placement_by_type.png
Scale bar: 20 um.
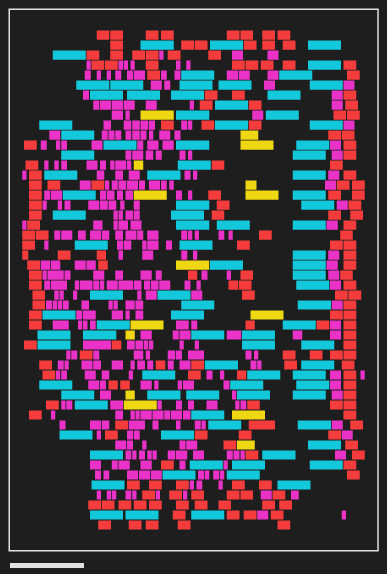
power_grid.png
Pins as bars on the die edge. Tap cells in grey.
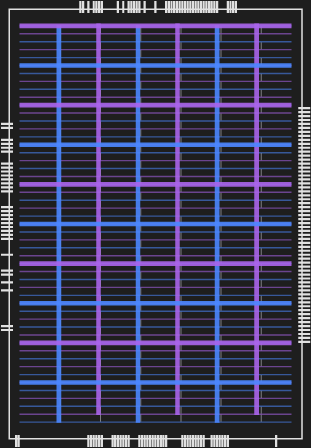
logic_types.png
Scale bar: 20 um.
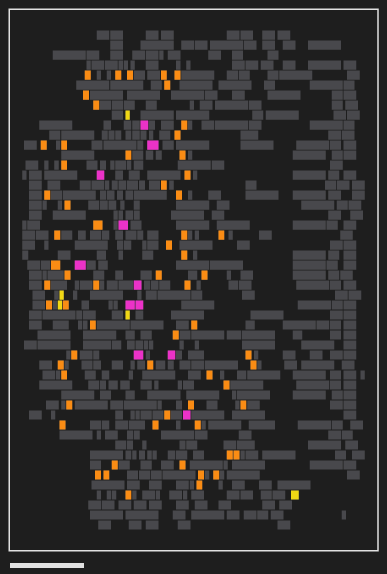
clocks.png
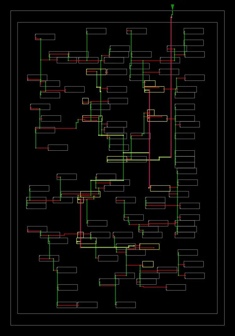
### config.mk
export PLATFORM = sky130hd
export DESIGN_NAME = fetch_stage
export DESIGN_NICKNAME = d
export VERILOG_FILES = /design/src/rtl/fetch_stage.sv
export SDC_FILE = /design/constraint.sdc
export NUM_CORES = 1
export LEC_CHECK = 0
export CAP_MARGIN = 30
export CORE_ASPECT_RATIO = 1.5
export CORE_MARGIN = 3
export CORE_UTILIZATION = 35
export DETAILED_ROUTE_END_ITERATION = 10
export PLACE_DENSITY = 0.66
export SETUP_SLACK_MARGIN = 0.02
export SYNTH_ARGS = -nofsm -noshare
export SYNTH_HDL_FRONTEND = slang
export SYNTH_SLANG_ARGS = --single-unit
### constraint.sdc
create_clock -name clk -period 3.25 [get_ports clk]
set_clock_uncertainty 0.2 [all_clocks]
set_input_delay 0.325 -clock clk [delete_from_list [all_inputs] [get_ports clk]]
set_output_delay 0.325 -clock clk [all_outputs]
set_load 0.02 [all_outputs]
### src/rtl/fetch_stage.sv
// fetch_stage: instruction fetch stage with PC register, instruction-memory
// request handshake and IF/ID pipeline register.
//
// Ports:
//   clk          - clock; all state updates on the rising edge
//   reset        - asynchronous active-high reset
//   stall        - hazard hold from decode; freezes PC and IF/ID
//   redirect     - branch/jump taken; reload PC from redirect_pc
//   redirect_pc  - redirect target; bits [1:0] are forced to zero
//   imem_req     - instruction memory request (combinational)
//   imem_addr    - fetch address (the PC register)
//   imem_ready   - memory response valid; only honoured while imem_req=1
//   imem_rdata   - instruction word returned by memory
//   if_valid     - IF/ID holds a real instruction
//   if_instr     - IF/ID instruction word (zero / NOP when not valid)
//   if_pc_plus4  - address of the captured instruction plus 4
//   opcode       - if_instr[31:26] for the main decoder
//
// Build option:
//   FETCH_DELAY_SLOT_EN - MIPS branch-delay-slot semantics. When undefined
//   the instruction following a taken branch is flushed; when defined the
//   next fetched word is kept as the delay slot and the target is applied
//   after it (a redirect seen before that word arrives is held pending).

module fetch_stage #(
    parameter logic [31:0] RESET_PC = 32'h0000_0000
) (
    input  logic        clk,
    input  logic        reset,
    input  logic        stall,
    input  logic        redirect,
    input  logic [31:0] redirect_pc,
    output logic        imem_req,
    output logic [31:0] imem_addr,
    input  logic        imem_ready,
    input  logic [31:0] imem_rdata,
    output logic        if_valid,
    output logic [31:0] if_instr,
    output logic [31:0] if_pc_plus4,
    output logic [5:0]  opcode
);

    typedef enum logic [1:0] {BOOT, FETCH, HOLD, REDIR} state_t;

    state_t      state_q, state_d;
    logic [31:0] pc_q, pc_d;
    logic [31:0] instr_q, instr_d;
    logic [31:0] pc4_q, pc4_d;
    logic        valid_q, valid_d;
    logic        accept;
    logic [31:0] redir_tgt;
    logic [31:0] pc_plus4;

`ifdef FETCH_DELAY_SLOT_EN
    logic        pend_q, pend_d;
    logic [31:0] pend_pc_q, pend_pc_d;
`endif

    assign redir_tgt = redirect_pc & 32'hFFFF_FFFC;
    assign pc_plus4  = pc_q + 32'd4;
    assign accept    = imem_req && imem_ready;

    // Next-state and memory request
    always_comb begin
        state_d  = state_q;
        imem_req = 1'b0;
        case (state_q)
            BOOT: state_d = FETCH;
            FETCH: begin
`ifdef FETCH_DELAY_SLOT_EN
                // The delay slot is still fetched while a redirect is seen.
                imem_req = !stall;
                if (stall) state_d = HOLD;
`else
                imem_req = !stall && !redirect;
                if (redirect)   state_d = REDIR;
                else if (stall) state_d = HOLD;
`endif
            end
            HOLD: begin
`ifdef FETCH_DELAY_SLOT_EN
                if (!stall) state_d = FETCH;
`else
                if (redirect)    state_d = REDIR;
                else if (!stall) state_d = FETCH;
`endif
            end
            REDIR: begin
                if (!redirect) state_d = FETCH;
            end
            default: state_d = BOOT;
        endcase
    end

    // PC and IF/ID datapath
    always_comb begin
        pc_d    = pc_q;
        instr_d = instr_q;
        pc4_d   = pc4_q;
        valid_d = valid_q;
`ifdef FETCH_DELAY_SLOT_EN
        pend_d    = pend_q;
        pend_pc_d = pend_pc_q;

        // IF/ID ignores redirect entirely: it only holds on stall.
        if (!stall) begin
            if (accept) begin
                instr_d = imem_rdata;
                valid_d = 1'b1;
                pc4_d   = pc_plus4;
            end else begin
                instr_d = '0;
                valid_d = 1'b0;
            end
        end

        // After a delay-slot accept the PC jumps to the newest known target.
        if (accept) begin
            pend_d = 1'b0;
            if (redirect)    pc_d = redir_tgt;
            else if (pend_q) pc_d = pend_pc_q;
            else             pc_d = pc_plus4;
        end else if (redirect) begin
            pend_d    = 1'b1;
            pend_pc_d = redir_tgt;
        end
`else
        if (redirect) begin
            pc_d    = redir_tgt;
            instr_d = '0;
            valid_d = 1'b0;
        end else if (!stall) begin
            if (accept) begin
                instr_d = imem_rdata;
                valid_d = 1'b1;
                pc4_d   = pc_plus4;
                pc_d    = pc_plus4;
            end else begin
                // Unstalled cycle without a capture: decode consumed the old
                // entry, so a bubble is inserted.
                instr_d = '0;
                valid_d = 1'b0;
            end
        end
`endif
    end

    always_ff @(posedge clk or posedge reset) begin
        if (reset) begin
            state_q <= BOOT;
            pc_q    <= RESET_PC;
            instr_q <= '0;
            pc4_q   <= '0;
            valid_q <= 1'b0;
        end else begin
            state_q <= state_d;
            pc_q    <= pc_d;
            instr_q <= instr_d;
            pc4_q   <= pc4_d;
            valid_q <= valid_d;
        end
    end

`ifdef FETCH_DELAY_SLOT_EN
    always_ff @(posedge clk or posedge reset) begin
        if (reset) begin
            pend_q    <= 1'b0;
            pend_pc_q <= '0;
        end else begin
            pend_q    <= pend_d;
            pend_pc_q <= pend_pc_d;
        end
    end
`endif

    assign imem_addr   = pc_q;
    assign if_valid    = valid_q;
    assign if_instr    = instr_q;
    assign if_pc_plus4 = pc4_q;
    assign opcode      = instr_q[31:26];

endmodule
==> impl_metrics.toml <==
# implementation run metrics
[critical_path]
cp_num_buf_inv = 0
crit_chain = "nand4_2 > or4_1 > nor4_1 > a21boi_0 > o31a_1"
reg2reg_to = "imem_addr[29]"
critPathTopFamily = "simple AND/OR/NAND/NOR gates"
start_kind = "flip-flop"
cp-end-kind = "flip-flop"
path_max_fanout = 8

[layout]
layout.area.comb_um2 = 2040
fill_cells = 1186
logic_gates = 331
final_util_pct = 52.5
nNonClkBuffers = 177
area.growth.synth_to_final_pct = 43.9
regArea_um2 = 2380
clk_share_pct = 4.26
num_antenna_cells = 0
fin_nets = 692
buf_share_pct = 26.3

[power_and_ir_drop]
ir_drop_mv = 0.295
power_mw = 4.16
leakage_nw = 2.63

[sta]
whs_ns = 0.130
worst_pin_slew_ns = 0.797
min_period_ns = 2.62
hold_viol_final = 0
setup_violations = 0
clock.fmax_mhz = 382
grt_setup_unrepaired = "no"
tns_ns = 0
slew_headroom_pct = 46.7

[die]
n_tap_cell = 156
initCoreUtil_pct = 36.5
row_count = 50
ios = 173

[yosys]
netlist.area_leader.share_pct = 51.3
ys_async_sr_fraction_pct = 100
edf_count = 0
synth_area_per_cell_um2 = 9.73
post-synth-top-count-cell = "dfrtp_1"
yosysWarnings = 0
common_cells = "95 x dfrtp_1, 47 x nand2_1, 43 x nor2_1"
syn-cell-area_um2 = 4630
synth.largest_area_cell = "dfrtp_1"
synthCells = 476
ys_cells = 476

[cts]
cts_tree = "yes"
cts_buffers = 9
cts.sinks = 95
clk_path_buf_depth = 2
ctsHoldBuffers = 0
cts-root-buf = "clkbuf_16"

[global_route]
grt_use_met1_pct = 21.7
grt_pass1_wl_mm = 20.5
use_met2_pct = 30.3
track_usage_pct = 17.6
met3_usage_pct = 2.47

[place]
port_buffers = 166
dp_hpwl_mm = 9.75
dpl_worst_slack_ns = 0.669
place_inst = 764

[detailed_routing]
routed_via_density = 5.05
wl_met1_mm = 5.03
dr.first_iter.drc_count = 153
ant_nets = 0
wl_per_cell_um = 16.4
vias = 3933
wl_met2_mm = 6.65

[run]
openroad.warnings = 30

[run_status]
outcome = "finished clean"
Back to the opening pictures, placement_by_type.png:
remaining buffers and delay cells -> red  # cells 177
sequential cells -> cyan  # cells 95
combinational and other logic -> magenta  # cells 336
clock drivers and dummy loads -> yellow  # cells 15

Back to the opening pictures, power_grid.png:
VDD -> purple
VSS -> blue
tap cells = 156
signal pins = 173

Back to the opening pictures, logic_types.png:
aoi and oai cells -> orange  # cells 63, most used a21oi_1
inv cells -> yellow  # cells 5, most used inv_1
and/or cells -> magenta  # cells 11
Comb/total area: 30.6%
Final Non-Filler Cells: 779
most instantiated logic cell after routing: clkdlybuf4s50_1

Back to the opening pictures, clocks.png:
flip-flops: 95
clkbuf count: 11
clk_lat worst skew: 0.34 ns

[cell families (layout without fill, tap and decap cells)]
| family | after synthesis | after routing | share of synthesized area, % |
|---|---|---|---|
| DFF | 95 | 95 | 51.3 |
| AOI/OAI and AO/OA | 98 | 98 | 13.5 |
| other | 1 | 4 | 0.0810 |
| and+or+nand+nor | 167 | 167 | 17.7 |
| xor gates and xnor gates | 55 | 55 | 10.4 |
| muxes | 3 | 3 | 0.675 |
| buffers and inverters | 53 | 197 | 5.24 |
| adders and majority gates | 4 | 4 | 1.08 |
[power by group]
group / internal [mW] / leakage (nW) / total [mW] / switching [mW]
Clock: 0.557 / 0.130 / 0.990 / 0.433
Sequential: 1.45 / 1.18 / 1.65 / 0.207
Combinational: 0.729 / 1.32 / 1.51 / 0.784
Total: 2.73 / 2.63 / 4.16 / 1.42
No activity file was given, so power comes from the tool's default toggle rates.
